===== config.mk =====
export PLATFORM = sky130hd
export DESIGN_NAME = snake_body_engine
export DESIGN_NICKNAME = d
export VERILOG_FILES = /design/src/rtl/snake_pkg.sv /design/src/rtl/snake_seg_match.sv /design/src/rtl/snake_body_engine.sv
export SDC_FILE = /design/constraint.sdc
export NUM_CORES = 1
export LEC_CHECK = 0
export CAP_MARGIN = 0
export CORE_MARGIN = 8
export CORE_UTILIZATION = 58
export CTS_CLUSTER_DIAMETER = 50
export CTS_CLUSTER_SIZE = 30
export DETAILED_ROUTE_END_ITERATION = 10
export PLACE_DENSITY_LB_ADDON = 0.12
export SETUP_SLACK_MARGIN = 0.1
export SLEW_MARGIN = 10
export SYNTH_ARGS = -nofsm -noshare
export SYNTH_HDL_FRONTEND = slang
export SYNTH_SLANG_ARGS = --single-unit

===== constraint.sdc =====
create_clock -name clk -period 6 [get_ports clk]
set_clock_uncertainty 0.1 [all_clocks]
set_input_delay 1.5 -clock clk [delete_from_list [all_inputs] [get_ports clk]]
set_output_delay 1.5 -clock clk [all_outputs]
set_load 0.01 [all_outputs]

===== src/rtl/snake_pkg.sv =====
// ==========================================================================
// snake_pkg: direction, state and collision codes shared by the snake engine
// Rev 1.0
// ==========================================================================
`default_nettype none

package snake_pkg;

  typedef enum logic [1:0] {
    DIR_UP    = 2'b00,
    DIR_DOWN  = 2'b01,
    DIR_LEFT  = 2'b10,
    DIR_RIGHT = 2'b11
  } dir_t;

  typedef enum logic [1:0] {
    ST_IDLE = 2'b00,
    ST_RUN  = 2'b01,
    ST_DEAD = 2'b10
  } state_t;

  typedef enum logic [1:0] {
    COLL_NONE = 2'b00,
    COLL_WALL = 2'b01,
    COLL_SELF = 2'b10
  } coll_t;

  // Opposite directions differ only in bit 0 of the encoding.
  function automatic dir_t reverse_dir(input dir_t d);
    return dir_t'(d ^ 2'b01);
  endfunction

endpackage

`default_nettype wire


===== src/rtl/snake_seg_match.sv =====
// ==========================================================================
// snake_seg_match: compares one grid cell against the first `count` segments
// Rev 1.0
// ==========================================================================
`default_nettype none

module snake_seg_match
  import snake_pkg::*;
#(
  parameter int COL_W   = 7,
  parameter int ROW_W   = 6,
  parameter int MAX_LEN = 16,
  parameter int LEN_W   = 5
) (
  input  logic [COL_W-1:0] col,
  input  logic [ROW_W-1:0] row,
  input  logic [COL_W-1:0] seg_col [MAX_LEN],
  input  logic [ROW_W-1:0] seg_row [MAX_LEN],
  input  logic [LEN_W-1:0] count,
  output logic             hit
);

  logic [MAX_LEN-1:0] match;

  generate
    for (genvar i = 0; i < MAX_LEN; i++) begin : g_cmp
      localparam logic [LEN_W-1:0] IDX = LEN_W'(i);
      assign match[i] = (IDX < count) && (seg_col[i] == col) && (seg_row[i] == row);
    end
  endgenerate

  assign hit = |match;

endmodule

`default_nettype wire


===== src/rtl/snake_body_engine.sv =====
// ==========================================================================
// snake_body_engine: grid snake with shift-register body, collisions and pixel hit
// Rev 1.0
// ==========================================================================
`default_nettype none

module snake_body_engine
  import snake_pkg::*;
#(
  parameter  int BIT       = 10,
  parameter  int CELL_LOG2 = 3,
  parameter  int COLS      = 80,
  parameter  int ROWS      = 60,
  parameter  int MAX_LEN   = 16,
  parameter  int INIT_LEN  = 3,
  parameter  int START_COL = 40,
  parameter  int START_ROW = 30,
  parameter  int WRAP      = 0,
  localparam int COL_W     = $clog2(COLS),
  localparam int ROW_W     = $clog2(ROWS),
  localparam int LEN_W     = $clog2(MAX_LEN + 1)
) (
  input  logic             clk,
  input  logic             reset,
  input  logic             start,
  input  logic             step,
  input  logic             grow,
  input  logic [1:0]       dir,
  input  logic [BIT-1:0]   x_pos,
  input  logic [BIT-1:0]   y_pos,
  output logic             head_active,
  output logic             body_active,
  output logic             alive,
  output logic [1:0]       collision,
  output logic [LEN_W-1:0] length,
  output logic [COL_W-1:0] head_col,
  output logic [ROW_W-1:0] head_row
);

  localparam logic [BIT:0] X_LIMIT = (BIT+1)'(COLS << CELL_LOG2);
  localparam logic [BIT:0] Y_LIMIT = (BIT+1)'(ROWS << CELL_LOG2);

  state_t           state;
  dir_t             cur_dir;
  logic             grow_pend;
  logic [COL_W-1:0] seg_col [MAX_LEN];
  logic [ROW_W-1:0] seg_row [MAX_LEN];

  dir_t             dir_in;
  dir_t             next_dir;
  logic [COL_W-1:0] nxt_col;
  logic [ROW_W-1:0] nxt_row;
  logic             wall_hit;
  logic             self_hit;
  logic             grow_now;
  logic [LEN_W-1:0] tail_count;
  logic             do_init;

  assign dir_in   = dir_t'(dir);
  assign next_dir = (dir_in == reverse_dir(cur_dir)) ? cur_dir : dir_in;
  assign grow_now = grow_pend | grow;
  // The tail cell is vacated by this step unless the snake lengthens.
  assign tail_count = grow_now ? length : length - 1'b1;
  assign do_init    = reset | (start & (state != ST_RUN));

  always_comb begin
    nxt_col  = head_col;
    nxt_row  = head_row;
    wall_hit = 1'b0;
    case (next_dir)
      DIR_UP: begin
        if (head_row == '0) begin
          if (WRAP != 0) nxt_row = ROW_W'(ROWS - 1);
          else           wall_hit = 1'b1;
        end else nxt_row = head_row - 1'b1;
      end
      DIR_DOWN: begin
        if (head_row == ROW_W'(ROWS - 1)) begin
          if (WRAP != 0) nxt_row = '0;
          else           wall_hit = 1'b1;
        end else nxt_row = head_row + 1'b1;
      end
      DIR_LEFT: begin
        if (head_col == '0) begin
          if (WRAP != 0) nxt_col = COL_W'(COLS - 1);
          else           wall_hit = 1'b1;
        end else nxt_col = head_col - 1'b1;
      end
      default: begin
        if (head_col == COL_W'(COLS - 1)) begin
          if (WRAP != 0) nxt_col = '0;
          else           wall_hit = 1'b1;
        end else nxt_col = head_col + 1'b1;
      end
    endcase
  end

  snake_seg_match #(
    .COL_W  (COL_W),
    .ROW_W  (ROW_W),
    .MAX_LEN(MAX_LEN),
    .LEN_W  (LEN_W)
  ) u_head_match (
    .col    (nxt_col),
    .row    (nxt_row),
    .seg_col(seg_col),
    .seg_row(seg_row),
    .count  (tail_count),
    .hit    (self_hit)
  );

  logic [COL_W-1:0] pix_col;
  logic [ROW_W-1:0] pix_row;
  logic             pix_in;
  logic             pix_body;
  logic             unused_pix_bits;

  assign pix_col = x_pos[CELL_LOG2 +: COL_W];
  assign pix_row = y_pos[CELL_LOG2 +: ROW_W];
  assign pix_in  = ({1'b0, x_pos} < X_LIMIT) && ({1'b0, y_pos} < Y_LIMIT);
  assign unused_pix_bits = ^{x_pos[CELL_LOG2-1:0], y_pos[CELL_LOG2-1:0]};

  snake_seg_match #(
    .COL_W  (COL_W),
    .ROW_W  (ROW_W),
    .MAX_LEN(MAX_LEN),
    .LEN_W  (LEN_W)
  ) u_pix_match (
    .col    (pix_col),
    .row    (pix_row),
    .seg_col(seg_col),
    .seg_row(seg_row),
    .count  (length),
    .hit    (pix_body)
  );

  always_ff @(posedge clk) begin
    head_active <= ~reset & pix_in & (pix_col == head_col) & (pix_row == head_row);
    body_active <= ~reset & pix_in & pix_body;
    if (do_init) begin
      state     <= reset ? ST_IDLE : ST_RUN;
      alive     <= ~reset;
      head_col  <= COL_W'(START_COL);
      head_row  <= ROW_W'(START_ROW);
      length    <= LEN_W'(INIT_LEN);
      cur_dir   <= DIR_RIGHT;
      grow_pend <= 1'b0;
      collision <= COLL_NONE;
      for (int i = 0; i < MAX_LEN; i++) begin
        seg_col[i] <= COL_W'(START_COL - 1 - i);
        seg_row[i] <= ROW_W'(START_ROW);
      end
    end else if (state == ST_RUN) begin
      if (step) begin
        cur_dir <= next_dir;
        if (wall_hit) begin
          state     <= ST_DEAD;
          alive     <= 1'b0;
          collision <= COLL_WALL;
        end else if (self_hit) begin
          state     <= ST_DEAD;
          alive     <= 1'b0;
          collision <= COLL_SELF;
        end else begin
          seg_col[0] <= head_col;
          seg_row[0] <= head_row;
          for (int i = 1; i < MAX_LEN; i++) begin
            seg_col[i] <= seg_col[i-1];
            seg_row[i] <= seg_row[i-1];
          end
          head_col <= nxt_col;
          head_row <= nxt_row;
          if (grow_now) begin
            if (length != LEN_W'(MAX_LEN)) length <= length + 1'b1;
            grow_pend <= 1'b0;
          end
        end
      end else if (grow) begin
        grow_pend <= 1'b1;
      end
    end
  end

endmodule

`default_nettype wire


==> results_slide.txt <==
Implementation Results

Status
  – Status: finished clean

Yosys
  – Multiplexer share: 0.128
  – Post-synth EDFFs: 2
  – Syn nets: 1,865
  – Dominant comb cell: XOR/XNOR gates
  – Seq share, synth: 0.294
  – Flops after synth: 235
  – Top cell area share: 0.291
  – Post-Syn Instances: 1,828
  – Area leader, netlist: dfxtp_1
  – Ys async rst share: 0

Global routing
  – Gr ovfl total: 0
  – Largest net degree at the start of global routing: 77
  – Gr usage total: 0.347
  – Via count of the first global-routing pass: 14,000

Routing
  – Violation tally from detailed-route iteration zero: 1,937
  – Pre-Repair DR Iteration Count: 6
  – Drt drc: 0

Timing
  – Slew Limit Fails: 0
  – Final min period: 5.75 ns
  – Worst Tran Pin Value: 1.06 ns
  – FMAX: 174 MHz
  – Rel. slew slack: 0.293
  – Final hold vios: 0

Setup path
  – WP data arrival: 6.08 ns
  – CP required: 6.33 ns
  – Crit path to: seg_row[89]
  – Critical path startpoint: dir[1]
  – Critical-path top delay cell: o32ai_1
  – Worst flop-to-flop path startpoint: head_row[4]
  – Worst R2R Path Depth: 14
  – Largest stage delay on the critical path: 0.75 ns
  – Setup crit end kind: flip-flop
  – Reg2Reg Setup Slack: 0.89 ns
  – Cell Chain, Critical Path: clkdlybuf4s50_1 > buf_4 > inv_1 > buf_4 > nor4_1 > o21a_2 > nor4_1 > nor4_1 > nand4_1 > o32ai_1 > a2111oi_4 > and4_1 > nand3_4 > buf_4 > buf_12 > mux2i_1 > nor2_1
  – Critical path peak fanout: 23

Finish
  – Area growth syn-to-layout: 15.1%
  – Final nets: 1,929
  – Fill cells: 2,317
  – Most frequent cells in the layout: dfxtp_1 (233), xnor2_1 (217), mux2i_1 (196), xor2_1 (178), nand2_1 (168)
  – Fin cells: 2,294
  – Share of cells above drive strength 1: 0.122

Clock tree
  – H-tree depth: 1
  – Sink Count: 235
  – TritonCTS clock tree: built
  – CTS Buf Count: 30
  – Clk_lat worst skew: 0.58 ns

Power
  – Pint: 2.94 mW
  – Sequential power share: 0.380
  – Power per Cell Area: 228 nW/µm²
  – Clock group share of total power: 0.465
  – Design Power: 4.22 mW
  – LEAKAGE: 7.76 nW
  – Switching power: 1.27 mW
  – Switching Share: 0.302
  – Combinational Power Share: 0.155

Floorplanning
  – Total die area: 33,200 µm²
  – Row count: 61
  – Io pins: 50

Run
  – Tool warning count: 39
  – Max Cap Viol: 0

Hold path
  – Hold Crit Class: reg -> reg
  – Hold Startpoint: seg_row[19]

Place
  – Hpwl dp: 43,200 µm
  – Placed insts: 2,236
  – Gpl congestion: 1.08
  – Worst Setup Slack post-DPL: -0.224 ns
==> critical path: cells and delay by family <==
family          cells  cell delay (ns)
mux                 1             0.25
buf+inv             6             1.63
compound gates      3             1.12
simple gates        7             1.53
==> power by group through the flow <==
stage	Sequential [mW]	Clock, mW	Combinational [mW]
floorplan	1.63	0	0.419
global placement	1.64	0	0.626
detailed placement	1.64	0	0.632
CTS	1.60	1.97	0.635
global route	1.60	2.04	0.684
finish	1.60	1.96	0.655
==> layer usage <==
metal	track usage	share of wire
met5	0	0.00022
met4	0.194	0.063
met3	0.0903	0.13
met2	0.505	0.41
met1	0.461	0.39
==> per-stage QoR <==
| stage | setup TNS (ns) | utilization | hold slack [ns] | cell area (µm²) |
|---|---|---|---|---|
| floorplan | 0 | - | 0.400 | 16000 |
| global placement | -36.83 | 0.630 | 0.416 | 17400 |
| detailed placement | -30.32 | 0.630 | 0.422 | 17400 |
| CTS | 0 | 0.670 | 0.432 | 18500 |
| global route | 0 | 0.670 | 0.456 | 18500 |
| finish | 0 | 0.670 | 0.434 | 18500 |
==> cell type report <==
| class | count | area [µm²] | share of cell area |
|---|---|---|---|
| repair buffers | 175 | 1610 | 0.0871 |
| clock buffers | 33 | 793 | 0.0429 |
| well taps | 378 | 473 | 0.0256 |
| flip-flops and latches | 235 | 4720 | 0.256 |
| clock inverters | 23 | 313 | 0.0169 |
| multi-input cells | 1418 | 10400 | 0.565 |
| inverters | 32 | 123 | 0.00664 |
==> what timing repair did <==
item | CTS | global route
gates resized | 0 | 0
setup buffers | 0 | 2
hold buffers | 0 | 0
endpoints found under the setup margin | 0 | 3
==> cells in the mapped netlist, types with 5 or more instances <==
cell         n
a32oi_1      6
buf_6       21
mux2_2       5
nor3_1      45
or4_1        7
nor3b_1      6
o211ai_1    24
nand4_1     57
buf_1        6
dfxtp_1    233
o21ai_1      8
xnor3_1      7
nor4b_1      6
nor2_1     130
o21a_1       5
buf_2       27
nor2b_1      6
nor4_1      49
clkbuf_1    77
buf_4        9
a31oi_1     20
nand2b_1     6
a21oi_1     46
a211o_1      7
mux2i_1    197
nand3_1     21
xor2_1     178
xnor2_1    217
o21ai_0     36
or2_2        7
inv_1       30
and3_1       8
o31ai_1      7
or3_1       10
a211oi_1    11
nand2_1    168
a2111oi_0    9
ha_1        10
and2_1       8
o2111ai_1    8
==> sequential cells by signal, indices dropped and copies added (netlist names), 2 cells and up <==
signal	count
collision	2
cur_dir	2
head_col	7
head_row	6
length	5
seg_col	112
seg_row	96
==> logic make-up after synthesis <==
logic type	after synthesis
compound gates	242
xor+xnor	405
fa+ha+maj	10
buf+inv	175
flops	235
mux	204
simple gates	557
==> worst min path at each step <==
| stage | to | slack, ns | depth (start not counted) |
|---|---|---|---|
| final | seg_row[19] | 0.43 | 2 |
| after global routing | seg_row[19] | 0.46 | 2 |
| after detailed placement | seg_row[19] | 0.42 | 2 |
| after CTS | seg_row[19] | 0.43 | 2 |
| after global placement | seg_row[19] | 0.42 | 2 |
| after floorplan | seg_col[32] | 0.40 | 2 |
Fig. 1: met3 routing
Scale: 1.5 px per µm. Cells faint in the background.
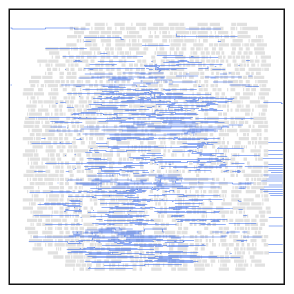
wire length on this layer: 7,580 µm
main direction: horizontal
met3 usage: 0.0903
number of vias in the routed layout: 14,800
final wirelength: 59,000 µm

Fig. 2: M2 wires
Scale: 1.5 px per µm.
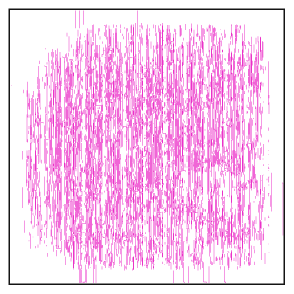
wire length on this layer: 24.4 mm
main direction: vertical
nets with wire on the layer: 1,572
longest straight run: 72.1 µm
met2 usage: 0.505

Fig. 3: supply network
Scale: 2 px per µm. Pins as bars on the die edge. Tap cells in grey.
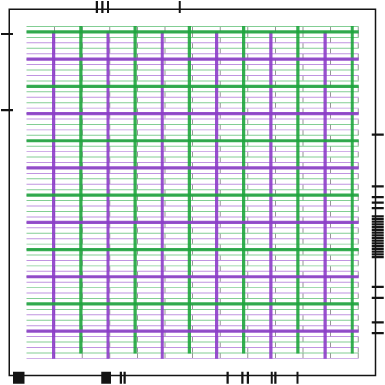
| net | colour |
|---|---|
| VSS | purple |
| VDD | green |
tap cells: 378
met5 straps: 12
met4 straps: 12
Max VDD drop: 245 µV
core box area: 27,600 µm²
Die Ht: 182 µm
Die Wd: 182 µm

Power is estimated from default activity; no workload was simulated.
